Figure 1. Port wiring.
Scale bar: 20 um.
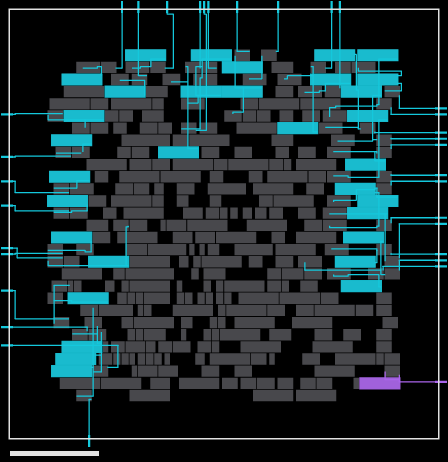
Figure 2. Cell density map.
Scale bar: 20 um. The die is cut into 10 by 10 equal tiles; black is low, pale yellow is high, 0 to 100% covered.
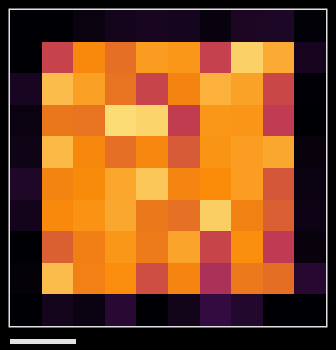
Figure 3. Placed cells, one color a class.
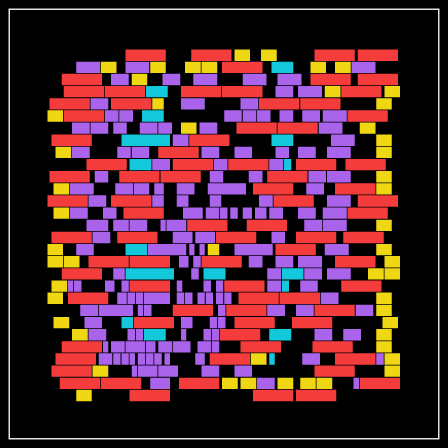
### config.mk
export PLATFORM = sky130hd
export DESIGN_NAME = tdm_demux_flat
export DESIGN_NICKNAME = d
export VERILOG_FILES = /design/src/rtl/tdm_demux_if.sv /design/src/rtl/tdm_demux.sv /design/src/flat_wrapper.sv
export SDC_FILE = /design/constraint.sdc
export NUM_CORES = 1
export LEC_CHECK = 0
export CORE_MARGIN = 8
export CORE_UTILIZATION = 59
export DETAILED_ROUTE_END_ITERATION = 6
export PLACE_DENSITY_LB_ADDON = 0.08
export SKIP_CTS_REPAIR_TIMING = 1
export SYNTH_ARGS = -nofsm -noshare
export SYNTH_HDL_FRONTEND = slang
export SYNTH_SLANG_ARGS = --single-unit
### constraint.sdc
create_clock -name clk -period 5 [get_ports clk]
set_clock_uncertainty 0.05 [all_clocks]
set_input_delay 1.25 -clock clk [delete_from_list [all_inputs] [get_ports clk]]
set_output_delay 1.25 -clock clk [all_outputs]
set_load 0.005 [all_outputs]
### src/rtl/tdm_demux_if.sv
// TDM receiver bus: serial sync/din in, word and frame results out.
// Latency: n/a (wiring only).
// Backpressure: none; every output is a pulse or a held register.
interface tdm_demux_if #(
  parameter int N_CH = 4,
  parameter int W    = 8,
  parameter int CW   = 2
);
  logic              sync;
  logic              din;
  logic [W-1:0]      word_out;
  logic [CW-1:0]     word_ch;
  logic              word_valid;
  logic [N_CH*W-1:0] ch_data;
  logic              frame_valid;
  logic              frame_err;
  logic              locked;

  modport master (
    output sync, din,
    input  word_out, word_ch, word_valid, ch_data, frame_valid, frame_err, locked
  );

  modport slave (
    input  sync, din,
    output word_out, word_ch, word_valid, ch_data, frame_valid, frame_err, locked
  );
endinterface

### src/rtl/tdm_demux.sv
// Frame-aligned TDM deserialiser: serial bits to per-slot words and an atomic frame bus.
// Latency: word_valid/frame_valid/frame_err one clock after the edge sampling the deciding bit.
// Backpressure: none; the line runs at one bit per clock and results must be taken as they pulse.
module tdm_demux #(
  parameter int N_CH = 4,
  parameter int W    = 8,
  parameter int CW   = 2
) (
  input  logic       clk,
  input  logic       rst,
  tdm_demux_if.slave bus
);
  localparam int BW = $clog2(W);
  localparam logic [BW-1:0] LAST_BIT  = BW'(W - 1);
  localparam logic [CW-1:0] LAST_SLOT = CW'(N_CH - 1);

  typedef enum logic {IDLE, RECV} state_t;

  state_t            state, state_nxt;
  logic [BW-1:0]     bit_cnt, bit_cnt_nxt;
  logic [CW-1:0]     slot_cnt, slot_cnt_nxt;
  logic [W-2:0]      shift_q, shift_nxt;
  logic [N_CH*W-1:0] stage_q, stage_nxt;
  logic [W-1:0]      word_q, word_nxt;
  logic [CW-1:0]     ch_q, ch_nxt;
  logic [N_CH*W-1:0] frame_q, frame_nxt;
  logic              wv_q, wv_nxt;
  logic              fv_q, fv_nxt;
  logic              fe_q, fe_nxt;

  logic [W-1:0]      word_in;
  logic              at_boundary;
  logic              word_done;

  assign word_in     = {shift_q, bus.din};
  // In RECV, bit 0 / slot 0 is only reachable right after a frame completed.
  assign at_boundary = (bit_cnt == '0) && (slot_cnt == '0);
  assign word_done   = (bit_cnt == LAST_BIT);

  always_comb begin
    state_nxt    = state;
    bit_cnt_nxt  = bit_cnt;
    slot_cnt_nxt = slot_cnt;
    shift_nxt    = shift_q;
    stage_nxt    = stage_q;
    word_nxt     = word_q;
    ch_nxt       = ch_q;
    frame_nxt    = frame_q;
    wv_nxt       = 1'b0;
    fv_nxt       = 1'b0;
    fe_nxt       = 1'b0;

    case (state)
      IDLE: begin
        if (bus.sync) begin
          state_nxt    = RECV;
          shift_nxt    = '0;
          shift_nxt[0] = bus.din;
          bit_cnt_nxt  = BW'(1);
          slot_cnt_nxt = '0;
        end
      end

      RECV: begin
        if (at_boundary) begin
          if (bus.sync) begin
            shift_nxt    = '0;
            shift_nxt[0] = bus.din;
            bit_cnt_nxt  = BW'(1);
            slot_cnt_nxt = '0;
          end else begin
            state_nxt = IDLE;
          end
        end else if (bus.sync) begin
          // Misplaced sync: drop the partial frame and realign on this bit.
          fe_nxt       = 1'b1;
          stage_nxt    = '0;
          shift_nxt    = '0;
          shift_nxt[0] = bus.din;
          bit_cnt_nxt  = BW'(1);
          slot_cnt_nxt = '0;
        end else begin
          shift_nxt = word_in[W-2:0];
          if (word_done) begin
            bit_cnt_nxt = '0;
            word_nxt    = word_in;
            ch_nxt      = slot_cnt;
            wv_nxt      = 1'b1;
            for (int k = 0; k < N_CH; k++) begin
              if (slot_cnt == CW'(k)) begin
                stage_nxt[k*W +: W] = word_in;
              end
            end
            if (slot_cnt == LAST_SLOT) begin
              frame_nxt    = stage_nxt;
              fv_nxt       = 1'b1;
              slot_cnt_nxt = '0;
            end else begin
              slot_cnt_nxt = slot_cnt + CW'(1);
            end
          end else begin
            bit_cnt_nxt = bit_cnt + BW'(1);
          end
        end
      end

      default: state_nxt = IDLE;
    endcase
  end

  always_ff @(posedge clk or posedge rst) begin
    if (rst) begin
      state    <= IDLE;
      bit_cnt  <= '0;
      slot_cnt <= '0;
      shift_q  <= '0;
      stage_q  <= '0;
      word_q   <= '0;
      ch_q     <= '0;
      frame_q  <= '0;
      wv_q     <= 1'b0;
      fv_q     <= 1'b0;
      fe_q     <= 1'b0;
    end else begin
      state    <= state_nxt;
      bit_cnt  <= bit_cnt_nxt;
      slot_cnt <= slot_cnt_nxt;
      shift_q  <= shift_nxt;
      stage_q  <= stage_nxt;
      word_q   <= word_nxt;
      ch_q     <= ch_nxt;
      frame_q  <= frame_nxt;
      wv_q     <= wv_nxt;
      fv_q     <= fv_nxt;
      fe_q     <= fe_nxt;
    end
  end

  assign bus.word_out    = word_q;
  assign bus.word_ch     = ch_q;
  assign bus.word_valid  = wv_q;
  assign bus.ch_data     = frame_q;
  assign bus.frame_valid = fv_q;
  assign bus.frame_err   = fe_q;
  assign bus.locked      = (state == RECV);
endmodule

### src/flat_wrapper.sv
// flat-port wrapper written by rule: the top's interface ports become plain ports
module tdm_demux_flat 
#(
  parameter int N_CH = 4,
  parameter int W    = 8,
  parameter int CW   = 2
)
  (clk, rst, bus_sync, bus_din, bus_word_out, bus_word_ch, bus_word_valid, bus_ch_data, bus_frame_valid, bus_frame_err, bus_locked);
  tdm_demux_if #(.N_CH(N_CH), .W(W), .CW(CW)) bus_i ();
  input  logic clk;
  input  logic rst;
  input wire logic [$bits(bus_i.sync)-1:0] bus_sync;
  input wire logic [$bits(bus_i.din)-1:0] bus_din;
  output wire logic [$bits(bus_i.word_out)-1:0] bus_word_out;
  output wire logic [$bits(bus_i.word_ch)-1:0] bus_word_ch;
  output wire logic [$bits(bus_i.word_valid)-1:0] bus_word_valid;
  output wire logic [$bits(bus_i.ch_data)-1:0] bus_ch_data;
  output wire logic [$bits(bus_i.frame_valid)-1:0] bus_frame_valid;
  output wire logic [$bits(bus_i.frame_err)-1:0] bus_frame_err;
  output wire logic [$bits(bus_i.locked)-1:0] bus_locked;
  assign bus_i.sync = bus_sync;
  assign bus_i.din = bus_din;
  assign bus_word_out = bus_i.word_out;
  assign bus_word_ch = bus_i.word_ch;
  assign bus_word_valid = bus_i.word_valid;
  assign bus_ch_data = bus_i.ch_data;
  assign bus_frame_valid = bus_i.frame_valid;
  assign bus_frame_err = bus_i.frame_err;
  assign bus_locked = bus_i.locked;
  tdm_demux #(.N_CH(N_CH), .W(W), .CW(CW)) u_core (.clk(clk), .rst(rst), .bus(bus_i));
endmodule
==> CHANGELOG.md <==
### Physical design

- Run status: completed
- Static Leakage: 2.08 nW
- Flop pwr share: 49.2%
- Die area: 0.00918 sq mm
- Flop Count: 82
- Clk. pwr: 527 uW
- Slowest-stage cell, CP: dfrtp_1
- HP Class: flop to flop
- Number of H-tree levels: 3
- Width of the die: 95.8 um
- Diodes inserted: 0
- CP Depth: 1
- TritonCTS Buffers: 9
- Combinational power: 291 uW
- Worst r2r dst: u_core.bus.word_out[0]$_DFFE_PP0P_
- Seq area share: 46.1%
- Top Consumer: registers
- Hold Vio Cnt, Final: 0
- Final std cells w/o fill: 390
- Hold path startpoint: u_core.bus.ch_data[11]$_DFFE_PP0P_
- CP Cell Sequence: clkdlybuf4s50_1
- Max Fclk: 0.326 GHz
- DR iter-0 viols: 122
About Figure 1:
[bus_word_valid] purple | bits: 1 | direction: output | end cells: 1 | buffers: 1 | wire: 14.5 um
[bus_ch_data] cyan | bits: 32 | direction: output | end cells: 32 | buffers: 32 | wire: 1010 um

About Figure 2:
fullest tile: 92%
densest ninth of the die: center
nearly empty tiles: 12%

About Figure 3:
[registers] red | cells: 82
[remaining buffers and delay cells] yellow | cells: 51
[remaining logic cells] purple | cells: 164
[clock drivers and dummy loads] cyan | cells: 16

## Yosys cell counts
master | number | area (sq um)
buf_2 | 2 | 10.0
mux2_1 | 2 | 22.5
a211o_1 | 1 | 8.76
a22o_1 | 21 | 184
a41oi_1 | 1 | 8.76
a21oi_1 | 11 | 55.1
a32o_1 | 3 | 30.0
and3b_1 | 1 | 8.76
and3_1 | 1 | 6.26
nor2b_4 | 1 | 13.8
clkbuf_1 | 13 | 48.8
a21o_1 | 1 | 7.51
nand3b_2 | 1 | 11.3
nand3_1 | 7 | 35.0
nor2b_1 | 2 | 12.5
nor4b_4 | 3 | 71.3
buf_1 | 2 | 7.51
dfrtp_1 | 82 | 2050
ha_1 | 8 | 100
mux2_2 | 42 | 473
nand2_1 | 3 | 11.3
o21ai_4 | 1 | 16.3
nor4_1 | 1 | 6.26
mux2_4 | 20 | 300
nand4_1 | 2 | 12.5
or4_1 | 1 | 7.51
o211ai_1 | 3 | 22.5
nand4_4 | 1 | 21.3
nor2_1 | 1 | 3.75
buf_6 | 5 | 56.3
o21a_1 | 1 | 7.51
buf_4 | 1 | 7.51
inv_1 | 9 | 33.8
o21ai_0 | 12 | 60.1
inv_4 | 1 | 6.26
nand4b_1 | 2 | 17.5
## routing by layer
metal / global-route usage (%) / routed length (um) / vias up
li1: - / - / 1057
met1: 24.3 / 3490 / 1158
met2: 27.6 / 3530 / 77
met3: 3.28 / 503 / 12
met4: 10.1 / 137 / 0
met5: 0 / 0 / -
## stage by stage
step	setup WS, ps	hold WS (ps)
2_1_floorplan	1590	412
3_3_place_gp	1630	421
3_5_place_dp	1580	427
4_1_cts	1920	450
5_1_grt	1840	457
6_report	1930	446
Power figures rest on the tool's default switching activity, not on a simulated workload.
